==> images/layer_met1.png <==
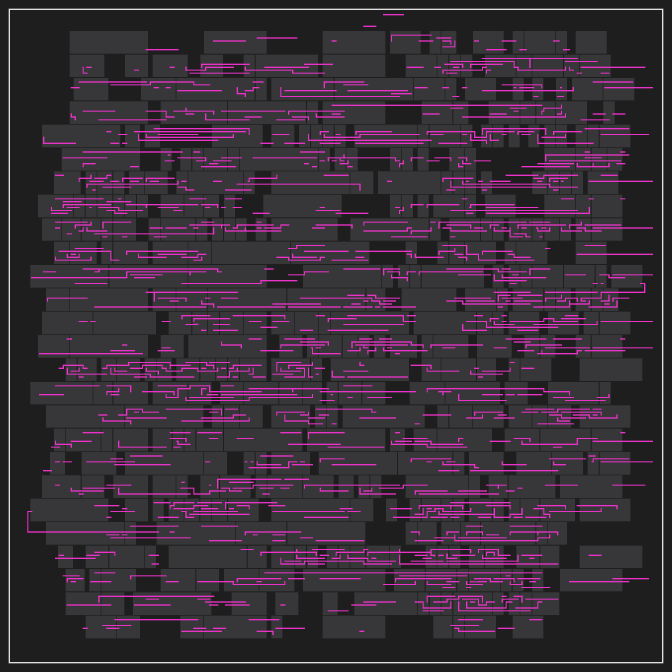
==> images/layer_met2.png <==
The bar under the picture is 20 µm long.
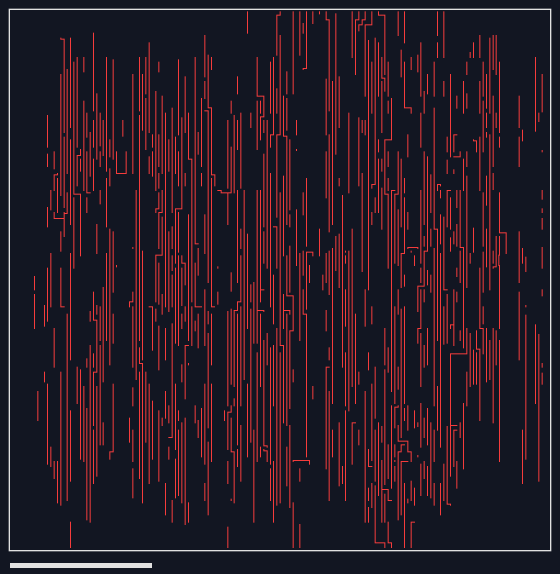
==> images/layer_met3.png <==
The bar under the picture is 20 µm long.
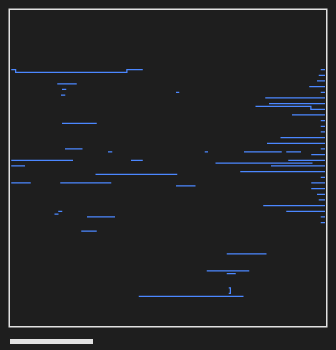
==> images/layer_met4.png <==
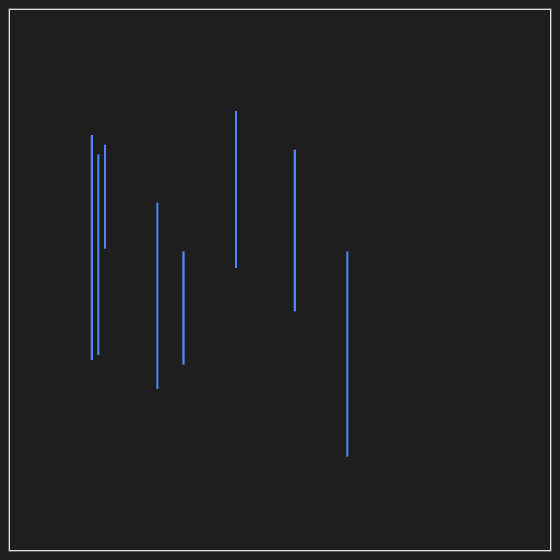
==> images/clocks.png <==
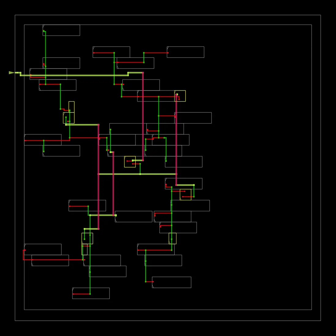
==> config.mk <==
export PLATFORM = sky130hd
export DESIGN_NAME = uart_tx_sched
export DESIGN_NICKNAME = d
export VERILOG_FILES = /design/src/rtl/uart_tx_sched.sv
export SDC_FILE = /design/constraint.sdc
export NUM_CORES = 1
export LEC_CHECK = 0
export ABC_AREA = 1
export CORE_MARGIN = 2
export CORE_UTILIZATION = 45
export CTS_BUF_LIST = sky130_fd_sc_hd__clkbuf_4
export DETAILED_ROUTE_END_ITERATION = 10
export GPL_ROUTABILITY_DRIVEN = 0
export PLACE_DENSITY = 0.77
export SETUP_SLACK_MARGIN = 0.2
export SLEW_MARGIN = 5
export SYNTH_ARGS = -nofsm -noshare
export SYNTH_HDL_FRONTEND = slang
export SYNTH_SLANG_ARGS = --single-unit
==> constraint.sdc <==
create_clock -name clk -period 1.7 [get_ports clk]
set_input_delay 0.425 -clock clk [delete_from_list [all_inputs] [get_ports clk]]
set_output_delay 0.425 -clock clk [all_outputs]
set_load 0.1 [all_outputs]
==> results.json <==
{
  "ys_cells": 326,
  "critPathRequiredTime_ps": 1270,
  "n_fill_cell": 318,
  "min_period_ps": 2550,
  "pre_cts_ws_ps": -766,
  "worstSetupEndpointType": "output port",
  "synth_top_area_share": 0.334,
  "power.total_w": 0.00854,
  "largest_reg_flops": 10,
  "synth.cell_area_um2": 2320,
  "port_buffers": 56,
  "fp_nets": 372,
  "grt_pass1_vias": 2365,
  "final_antenna_net_count": 0,
  "p_seq_frac": 0.150,
  "ys_warn_count": 0,
  "cts_buffer_depth": 2,
  "dp_hpwl_mm": 4.62,
  "worstSetupPathType": "reg -> out",
  "fmax_mhz": 393,
  "start_kind": "flip-flop",
  "finalNonFillerCells": 511,
  "nets": 486,
  "clock_skew_ps": 10.5,
  "relSlewSlack": 0.716,
  "dieHeight_um": 75.9,
  "avgRoutedWirePerCell_um": 14.7,
  "intPower_w": 0.00389,
  "post-route-period-util": 1.50,
  "dr.pass1.iters": 4,
  "htreeDepth": 2,
  "cts_tree": "done",
  "drive_above_1_share": 0.395,
  "syn2layout_area_growth_pct": 74.4,
  "reg2reg_setup_slack_ps": -180,
  "avgSynthCellArea_um2": 7.13,
  "viasPerCell": 4.94,
  "postCtsHoldBufs": 0,
  "drtIter0Drc": 102,
  "status": "complete, but fails checks",
  "tightest_slew_ps": 426,
  "crit_path_max_fanout": 11,
  "leakagePower_nw": 2.03,
  "grt_usage": 0.246,
  "hp-class": "reg -> reg",
  "die_area_um2": 5750,
  "path_clk_slew_ps": 100,
  "core_region_area_um2": 5040,
  "whs_ps": 498,
  "ys_ff": 33,
  "grt_pass1_wl_mm": 10.7,
  "log.warning_count": 33,
  "grt_overflow": 0,
  "worstSkewPairLatency_ps": 340,
  "antenna_cells": 0,
  "ff2ff_path_depth": 14,
  "hold_violations": 0,
  "yosysSeqAreaShare": 0.356,
  "setup-violations-final": 17,
  "switching_power_w": 0.00466,
  "drc": 0,
  "antenna_found_initial": 0,
  "grt_max_degree": 34,
  "die_w_um": 75.9,
  "yosys.area.top_type": "dfrtp_1",
  "postSynthCellCount": 326,
  "violations": "setup timing",
  "rows": 26,
  "power_density_nw_per_um2": 2110,
  "yosysUniqueCellTypes": 31,
  "yosys-stat-area_um2": 2320,
  "p_clk_frac": 0.049,
  "setup_slack_ps": -847,
  "combPwrFrac": 0.800,
  "root_buffer": "clkbuf_4",
  "rsz0062_at_grt": "yes",
  "ir_worst_vdd_uv": 1460,
  "clock_sinks": 33,
  "critPathArrivalTime_ps": 2120,
  "cap_viol_max_count": 0,
  "min_path_cells": 1,
  "fp_util": 0.461,
  "switching_share": 0.545,
  "maxSlewViolCount": 0,
  "area_leaders": "dfrtp_1, nand2_1, inv_1",
  "io_pins": 57,
  "dpl.cell_count": 477
}
## Picture notes: layer_met1.png
The longest straight run is 32.2 µm. 437 nets have wire on it.
via count: 2,526
global routing usage on met1: 0.278
final wirelength: 7.52 mm

## Picture notes: layer_met2.png
The layer holds 54% of the routed length. 419 nets have wire on it.
met2 Resource Use GR: 0.440

## Picture notes: layer_met3.png
The layer carries 370 µm of wire. The longest straight run is 26.7 µm.
met3 Use GR: 0.0556

## Picture notes: layer_met4.png
The layer holds 2.5% of the routed length. The wires run mostly vertical. The layer carries 188 µm of wire. 7 nets have wire on it.

## Picture notes: clocks.png
cts bufs inserted: 5
Clock group: 0.000420 W
clkbuf count: 5

## critical path, stage by stage, from the launching register on
cell	delay [ps]
dfstp_2	580
buf_12	130
buf_4	100
o21ai_2	70
nand2_2	100
nand2_2	70
nand3_4	70
nand3_4	110
buf_8	180
nor3_4	160
buf_12	200
## placed cells by master, fill, tap and decap left out, types with 2 or more instances in the layout
cell and instances:
a31oi_1 2, clkinv_1 2, inv_2 8, dfrtp_1 31, inv_4 2, nand3_2 14, nor4_2 2, clkbuf_4 5
nor2_1 12, ha_4 6, a21oi_2 2, o21ai_2 2, nand2_4 9, nor2_2 4, a21oi_1 9, nand3_1 26
nand4_1 2, clkdlybuf4s50_1 38, clkinvlp_4 2, nor2_4 6, clkinv_2 2, buf_6 15, buf_4 39, nor4_4 2
o21ai_0 2, nor3_4 7, dfstp_2 2, nand3_4 6, nand2_2 15, buf_12 20, inv_1 41, o21ai_1 7
nand2_1 90
## through the flow
stage / setup TNS, ps / area (µm²) / util
global route: -7500 / 4050 / 0.803
detailed placement: -8820 / 3420 / 0.677
global placement: -8410 / 3420 / 0.677
floorplan: -6510 / 2430 / -
finish: -5570 / 4050 / 0.803
CTS: -5250 / 3700 / 0.733
## layout make-up
class                      instances  area, µm²  share of cell area
timing repair buffer             113       1260               0.310
sequential                        33        828               0.204
multi-input combinational        232       1600               0.395
inverter                          55        228              0.0562
clock buffer                       5       37.5             0.00926
tap                               70       87.6              0.0216
clock inverter                     3       12.5             0.00309
## metal layers
layer / up-vias / wire length [µm] / GRT usage
met5: - / 0 / 0
met4: 0 / 187 / 0.107
met3: 18 / 370 / 0.0556
met2: 65 / 4090 / 0.440
met1: 1186 / 2870 / 0.278
li1: 1257 / - / -
## cell usage after synthesis
library cell and number:
a21oi_1 11, dfrtp_1 31, bufinv_8 1, buf_6 1
dfstp_2 2, nand2_2 8, clkinv_1 1, nand2_4 3
nor3_1 7, o31ai_1 1, a31oi_1 2, a22oi_1 1
xor2_1 1, nand4_1 2, a22o_1 1, inv_2 2
buf_12 2, o21ai_0 10, inv_1 51, buf_4 1
o22ai_1 1, nor4_1 4, ha_1 7, nor2_1 22
clkbuf_8 2, mux2i_1 1, nand2_1 103, nand3_4 2
nand3_1 35, o21ai_2 1, nand3_2 9
## timing repair
item / CTS / global route
pin swaps: 24 / 22
endpoints found under the setup margin: 29 / 33
resized: 43 / 58
cloned: 0 / 0
buffers inserted: 9 / 17
hold endpoints to repair: 0 / 0
## cells by family (layout without fill, tap and decap cells)
| group | Yosys count | in the layout | synth area share |
|---|---|---|---|
| XOR/XNOR | 1 | 1 | 0.00377 |
| AND-OR/OR-AND | 28 | 28 | 0.0673 |
| AND/OR/NAND/NOR | 195 | 195 | 0.398 |
| adder cells (fa/ha/maj) | 7 | 7 | 0.0377 |
| multiplexers | 1 | 1 | 0.00431 |
| flip-flops | 33 | 33 | 0.356 |
| buffers and inverters | 61 | 176 | 0.132 |
## power groups by stage
stage	Clock (W)	Combinational (W)	Sequential, W
3_3_place_gp	0	0.00546	0.00125
4_1_cts	0.000424	0.00601	0.00126
6_report	0.000420	0.00684	0.00128
5_1_grt	0.000459	0.00730	0.00131
3_5_place_dp	0	0.00557	0.00127
2_1_floorplan	0	0.00310	0.00200
Power figures rest on the tool's default switching activity, not on a simulated workload.
